### src/rtl/div_unit.sv
// ---------------------------------------------------------------------------
// div_unit -- iterative 32-bit integer divider (DIV / DIVU) for the execute
// stage. One quotient bit is produced per clock using restoring
// shift-subtract. A divide takes 33 clocks from the start edge to ready_o.
//
// Ports:
//   clk           system clock, rising edge
//   rst           synchronous reset, active-low
//   signed_div_i  1 = signed divide, 0 = unsigned; sampled with start_i
//   opdata1_i     dividend (rs); sampled with start_i
//   opdata2_i     divisor (rt); sampled with start_i
//   start_i       divide request, held high until ready_o is seen
//   annul_i       cancel the in-flight divide
//   result_o      {remainder (HI), quotient (LO)}; registered
//   ready_o       result valid level flag; registered
// ---------------------------------------------------------------------------
module div_unit #(
    parameter int DATA_W = 32
) (
    input  logic                  clk,
    input  logic                  rst,
    input  logic                  signed_div_i,
    input  logic [DATA_W-1:0]     opdata1_i,
    input  logic [DATA_W-1:0]     opdata2_i,
    input  logic                  start_i,
    input  logic                  annul_i,
    output logic [2*DATA_W-1:0]   result_o,
    output logic                  ready_o
);

    typedef enum logic [1:0] {
        FREE   = 2'd0,
        BYZERO = 2'd1,
        ON     = 2'd2,
        END    = 2'd3
    } state_t;

    state_t              state_q, state_d;
    logic [5:0]          cnt_q, cnt_d;
    // {partial remainder, dividend}: remainder lives in [2W:W+1], the
    // quotient bits shift in at [0] and end up in [W-1:0].
    logic [2*DATA_W:0]   work_q, work_d;
    logic [DATA_W-1:0]   divisor_q, divisor_d;
    logic                signed_q, signed_d;
    logic                dvd_neg_q, dvd_neg_d;
    logic                dvs_neg_q, dvs_neg_d;
    logic [2*DATA_W-1:0] result_q, result_d;
    logic                ready_q, ready_d;

    logic [DATA_W:0]     trial;
    logic [DATA_W-1:0]   op1_abs;
    logic [DATA_W-1:0]   op2_abs;
    logic [DATA_W-1:0]   quo_fix;
    logic [DATA_W-1:0]   rem_fix;

    always_comb begin
        state_d   = state_q;
        cnt_d     = cnt_q;
        work_d    = work_q;
        divisor_d = divisor_q;
        signed_d  = signed_q;
        dvd_neg_d = dvd_neg_q;
        dvs_neg_d = dvs_neg_q;
        result_d  = result_q;
        ready_d   = ready_q;

        // Magnitudes wrap modulo 2^W, so abs(most negative) stays 2^(W-1)
        // which is exactly right when treated as unsigned.
        op1_abs = (signed_div_i && opdata1_i[DATA_W-1]) ? (~opdata1_i + 1'b1) : opdata1_i;
        op2_abs = (signed_div_i && opdata2_i[DATA_W-1]) ? (~opdata2_i + 1'b1) : opdata2_i;

        // 33-bit trial subtraction: the shifted partial remainder can reach
        // 2*divisor-1, which overflows W bits for divisors >= 2^(W-1).
        trial = work_q[2*DATA_W:DATA_W] - {1'b0, divisor_q};

        // Quotient negated when operand signs differ; remainder follows
        // the dividend sign (truncation toward zero).
        quo_fix = (signed_q && (dvd_neg_q ^ dvs_neg_q)) ? (~work_q[DATA_W-1:0] + 1'b1)
                                                        : work_q[DATA_W-1:0];
        rem_fix = (signed_q && dvd_neg_q) ? (~work_q[2*DATA_W:DATA_W+1] + 1'b1)
                                          : work_q[2*DATA_W:DATA_W+1];

        case (state_q)
            FREE: begin
                ready_d  = 1'b0;
                result_d = '0;
                if (start_i && !annul_i) begin
                    if (opdata2_i == '0) begin
                        state_d = BYZERO;
                    end else begin
                        state_d   = ON;
                        cnt_d     = 6'd0;
                        signed_d  = signed_div_i;
                        dvd_neg_d = signed_div_i & opdata1_i[DATA_W-1];
                        dvs_neg_d = signed_div_i & opdata2_i[DATA_W-1];
                        divisor_d = op2_abs;
                        work_d    = {{DATA_W{1'b0}}, op1_abs, 1'b0};
                    end
                end
            end

            BYZERO: begin
                if (annul_i) begin
                    state_d = FREE;
                end else begin
                    state_d  = END;
                    result_d = '0;
                    ready_d  = 1'b1;
                end
            end

            ON: begin
                if (annul_i) begin
                    state_d  = FREE;
                    cnt_d    = 6'd0;
                    ready_d  = 1'b0;
                    result_d = '0;
                end else if (cnt_q == 6'd32) begin
                    // Finishing edge: no iteration, only sign fix-up and load.
                    state_d  = END;
                    result_d = {rem_fix, quo_fix};
                    ready_d  = 1'b1;
                end else begin
                    if (trial[DATA_W]) begin
                        // Trial went negative: restore by simply shifting.
                        work_d = {work_q[2*DATA_W-1:0], 1'b0};
                    end else begin
                        work_d = {trial[DATA_W-1:0], work_q[DATA_W-1:0], 1'b1};
                    end
                    cnt_d = cnt_q + 6'd1;
                end
            end

            END: begin
                if (!start_i) begin
                    state_d  = FREE;
                    ready_d  = 1'b0;
                    result_d = '0;
                end
            end

            default: begin
                state_d = FREE;
            end
        endcase
    end

    always_ff @(posedge clk) begin
        if (!rst) begin
            state_q   <= FREE;
            cnt_q     <= 6'd0;
            work_q    <= '0;
            divisor_q <= '0;
            signed_q  <= 1'b0;
            dvd_neg_q <= 1'b0;
            dvs_neg_q <= 1'b0;
            result_q  <= '0;
            ready_q   <= 1'b0;
        end else begin
            state_q   <= state_d;
            cnt_q     <= cnt_d;
            work_q    <= work_d;
            divisor_q <= divisor_d;
            signed_q  <= signed_d;
            dvd_neg_q <= dvd_neg_d;
            dvs_neg_q <= dvs_neg_d;
            result_q  <= result_d;
            ready_q   <= ready_d;
        end
    end

    assign result_o = result_q;
    assign ready_o  = ready_q;

endmodule

### config.mk
export PLATFORM = sky130hd
export DESIGN_NAME = div_unit
export DESIGN_NICKNAME = d
export VERILOG_FILES = /design/src/rtl/div_unit.sv
export SDC_FILE = /design/constraint.sdc
export NUM_CORES = 1
export LEC_CHECK = 0
export CAP_MARGIN = 20
export CORE_AREA = 8 8 153 155
export CTS_CLUSTER_SIZE = 8
export DETAILED_ROUTE_END_ITERATION = 16
export DIE_AREA = 0 0 161 163
export GPL_TIMING_DRIVEN = 0
export PLACE_DENSITY = 0.78
export SYNTH_ARGS = -nofsm -noshare
export SYNTH_HDL_FRONTEND = slang
export SYNTH_SLANG_ARGS = --single-unit
### constraint.sdc
create_clock -name clk -period 4.3 [get_ports clk]
set_clock_uncertainty 0.05 [all_clocks]
set_input_delay 0.645 -clock clk [delete_from_list [all_inputs] [get_ports clk]]
set_output_delay 0.645 -clock clk [all_outputs]
set_load 0.005 [all_outputs]
==> reports/qor.txt, run 1 <==
run status: finished, final reports clean
cell type with the largest total area: dfxtp_1
CTS max path bufs: 2
NonClk Buf Share: 12.77%
Worst Tran Pin Value: 0.9393 ns
wire length on met1: 15.20 mm
final hold violation count: 0
DRT iter0 DRCs: 851
fillers: 1849
CP max FO: 10
initial core utilization: 54.25%
HP Start: divisor_q[31]$_SDFFE_PN0P_
Non-CTS inverters: 59
DR DRC count: 0
Clock Latency Late Sink: 0.43 ns
Critical Path RT: 4.55 ns
fraction of area in registers: 25.42%
P_clk: 1.70 mW
pins over their slew limit: 0
Post-synth EDFFs: 0
R2R Path End: work_q[57]$_SDFFE_PN0P_
Final Power: 6.028 mW
xor+xnor area frac: 11.77%
Commonest cells post-synth: nand2_1 (210), dfxtp_1 (173), o21ai_0 (87), xor2_1 (77), xnor2_1 (73)
Top delay family on crit path: AND-OR/OR-AND gates
Die ar.: 26240 um2
Most used DFF post-synth: dfxtp_1
min cycle time layout: 3.935 ns
Int Pwr: 3.673 mW
Hold Path Class: register to register
net switching power: 2.354 mW
Syn Inst Count: 1440
count of max-cap constraint violations: 0
metal3 WL: 2.820 mm
CTS Buf Count: 17
sequential logic power: 1.97 mW
ys cells: 1440
Netlist Area Pre-Place: 11300 um2
max_slew headroom: 35.76%
final setup violation count: 0
MUX share of area: 0.4430%
Fmax: 254.2 MHz
ANT cells: 0
io pins: 134
via count: 11.01k
GPL Wtd Cong: 0.9643
tool warnings: 30
Compound Share, Synth: 24.10%
Worst Setup Start Kind: register
Largest logic family: AND-OR/OR-AND gates
crit path DAT: 4.18 ns
DR vias/cell: 5.857
post-DP HPWL: 25.80 mm
total number of H-tree levels: 4
Endpoint, Worst Hold: divisor_q[31]$_SDFFE_PN0P_
P&R area growth vs syn: 20.61%
run_1/power_grid.png
Scale bar: 50 um. Pins as bars on the die edge. Tap cells in gray.
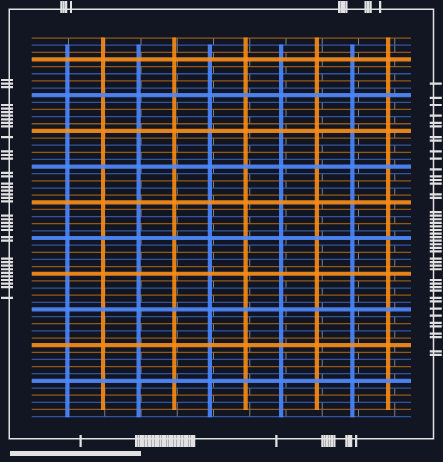
color	net
orange	VDD
blue	VSS
met1 rails	54
signal pins	134
met5 straps	10
rows	53
tap cells	275

run_1/placement_by_type.png
Scale bar: 50 um.
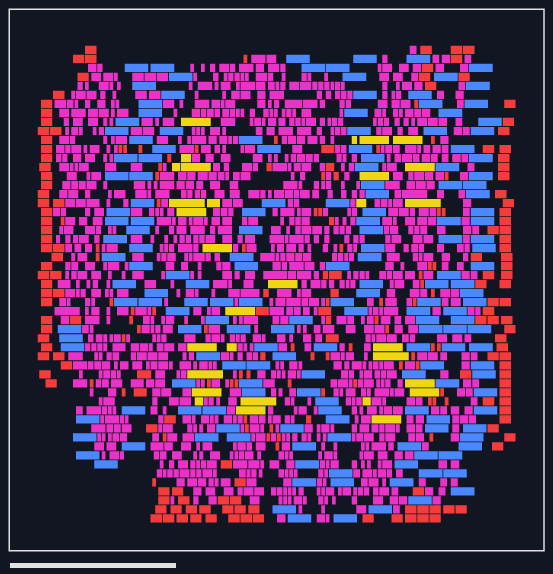
color	class	cells
red	other buffers and delay cells	223
magenta	combinational and other logic	1178
yellow	clock drivers and dummy loads	30
blue	flops	173
fin util: 65.44%
post-route cell area: 13630 um2
# rows: 53
Core Box Area: 20820 um2

run_1/clk_routes.png
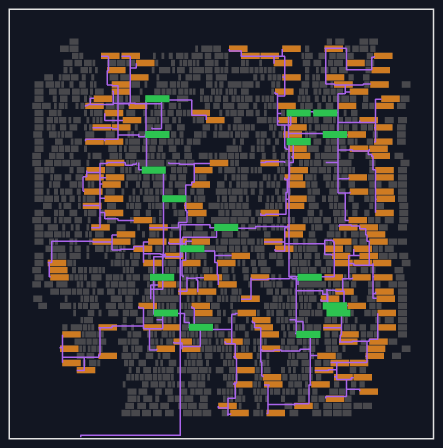
[purple] clock wires | length: 2010 um
[orange] flip-flops | count: 173
[green] clock drivers | count: 17
flops lie	spread over the die
routed clock nets	18

run_1/wires.png
Scale bar: 50 um. Two of the layers only.
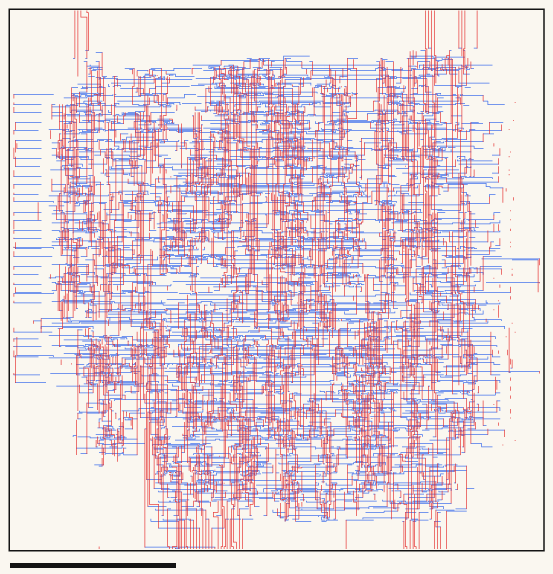
color	layer	wire length
red	metal 2	14000 um
blue	metal 1	15200 um

==> inputs of run 2 (changes only) <==
- CAP_MARGIN: 20 -> unset
- HOLD_SLACK_MARGIN: unset -> 0.15
run_2/placement_by_type.png
Scale bar: 50 um.
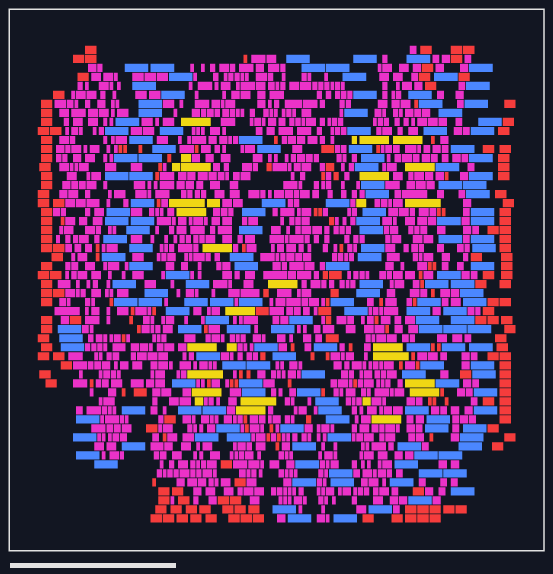
color	class	cells
magenta	combinational and other logic	1178
blue	flops	173
yellow	clock drivers and dummy loads	30
red	other buffers and delay cells	222

run_2/clk_routes.png
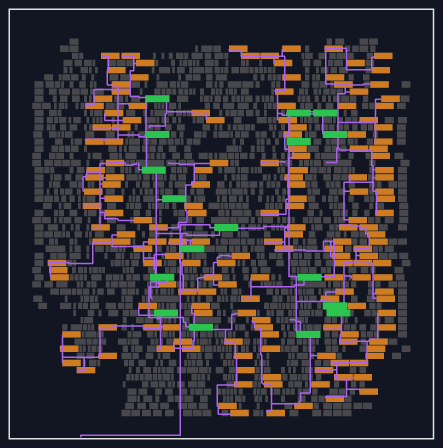
[purple] clock wires | length: 2000 um
[orange] flip-flops | count: 173
[green] clock drivers | count: 17
flops lie	spread over the die
Clock Latency Late Sink: 0.43 ns
P_clk: 1.69 mW
Clock power frac: 28.1%

==> run 2 against run 1 <==
First-iteration DRC count fell by 8.5%. Power fell by 0.22%. Design area barely moved. Wire length fell by 0.20%. Via count barely moved. Clock power barely moved. Synthesized cell count did not move. Sequential share of layout area barely moved. Cell count barely moved. Maximum frequency rose by 0.44%. Worst setup slack improved by 0.017 ns. Non-clock buffer count fell by 1. Critical endpoint unchanged.
==> reports/qor.txt, run 2 <==
min cycle time layout: 3.917 ns
Top delay family on crit path: AND-OR/OR-AND gates
Fmax: 255.3 MHz
final setup violation count: 0
Most used DFF post-synth: dfxtp_1
ANT cells: 0
run status: finished, final reports clean
count of max-cap constraint violations: 0
fin util: 65.38%
Hold Path Class: register to register
Critical Path RT: 4.55 ns
ys cells: 1440
sequential logic power: 1.97 mW
initial core utilization: 54.25%
Netlist Area Pre-Place: 11300 um2
io pins: 134
Final Power: 6.014 mW
Core Box Area: 20820 um2
GPL Wtd Cong: 0.9643
net switching power: 2.346 mW
fraction of area in registers: 25.44%
via count: 11.01k
pins over their slew limit: 0
tool warnings: 30
cell type with the largest total area: dfxtp_1
Endpoint, Worst Hold: divisor_q[31]$_SDFFE_PN0P_
# rows: 53
DRT iter0 DRCs: 779
post-route cell area: 13610 um2
Int Pwr: 3.669 mW
xor+xnor area frac: 11.77%
Post-synth EDFFs: 0
NonClk Buf Share: 12.69%
Largest logic family: AND-OR/OR-AND gates
fillers: 1851
Commonest cells post-synth: nand2_1 (210), dfxtp_1 (173), o21ai_0 (87), xor2_1 (77), xnor2_1 (73)
Syn Inst Count: 1440
P&R area growth vs syn: 20.50%
No activity file was given, so power comes from the tool's default toggle rates.
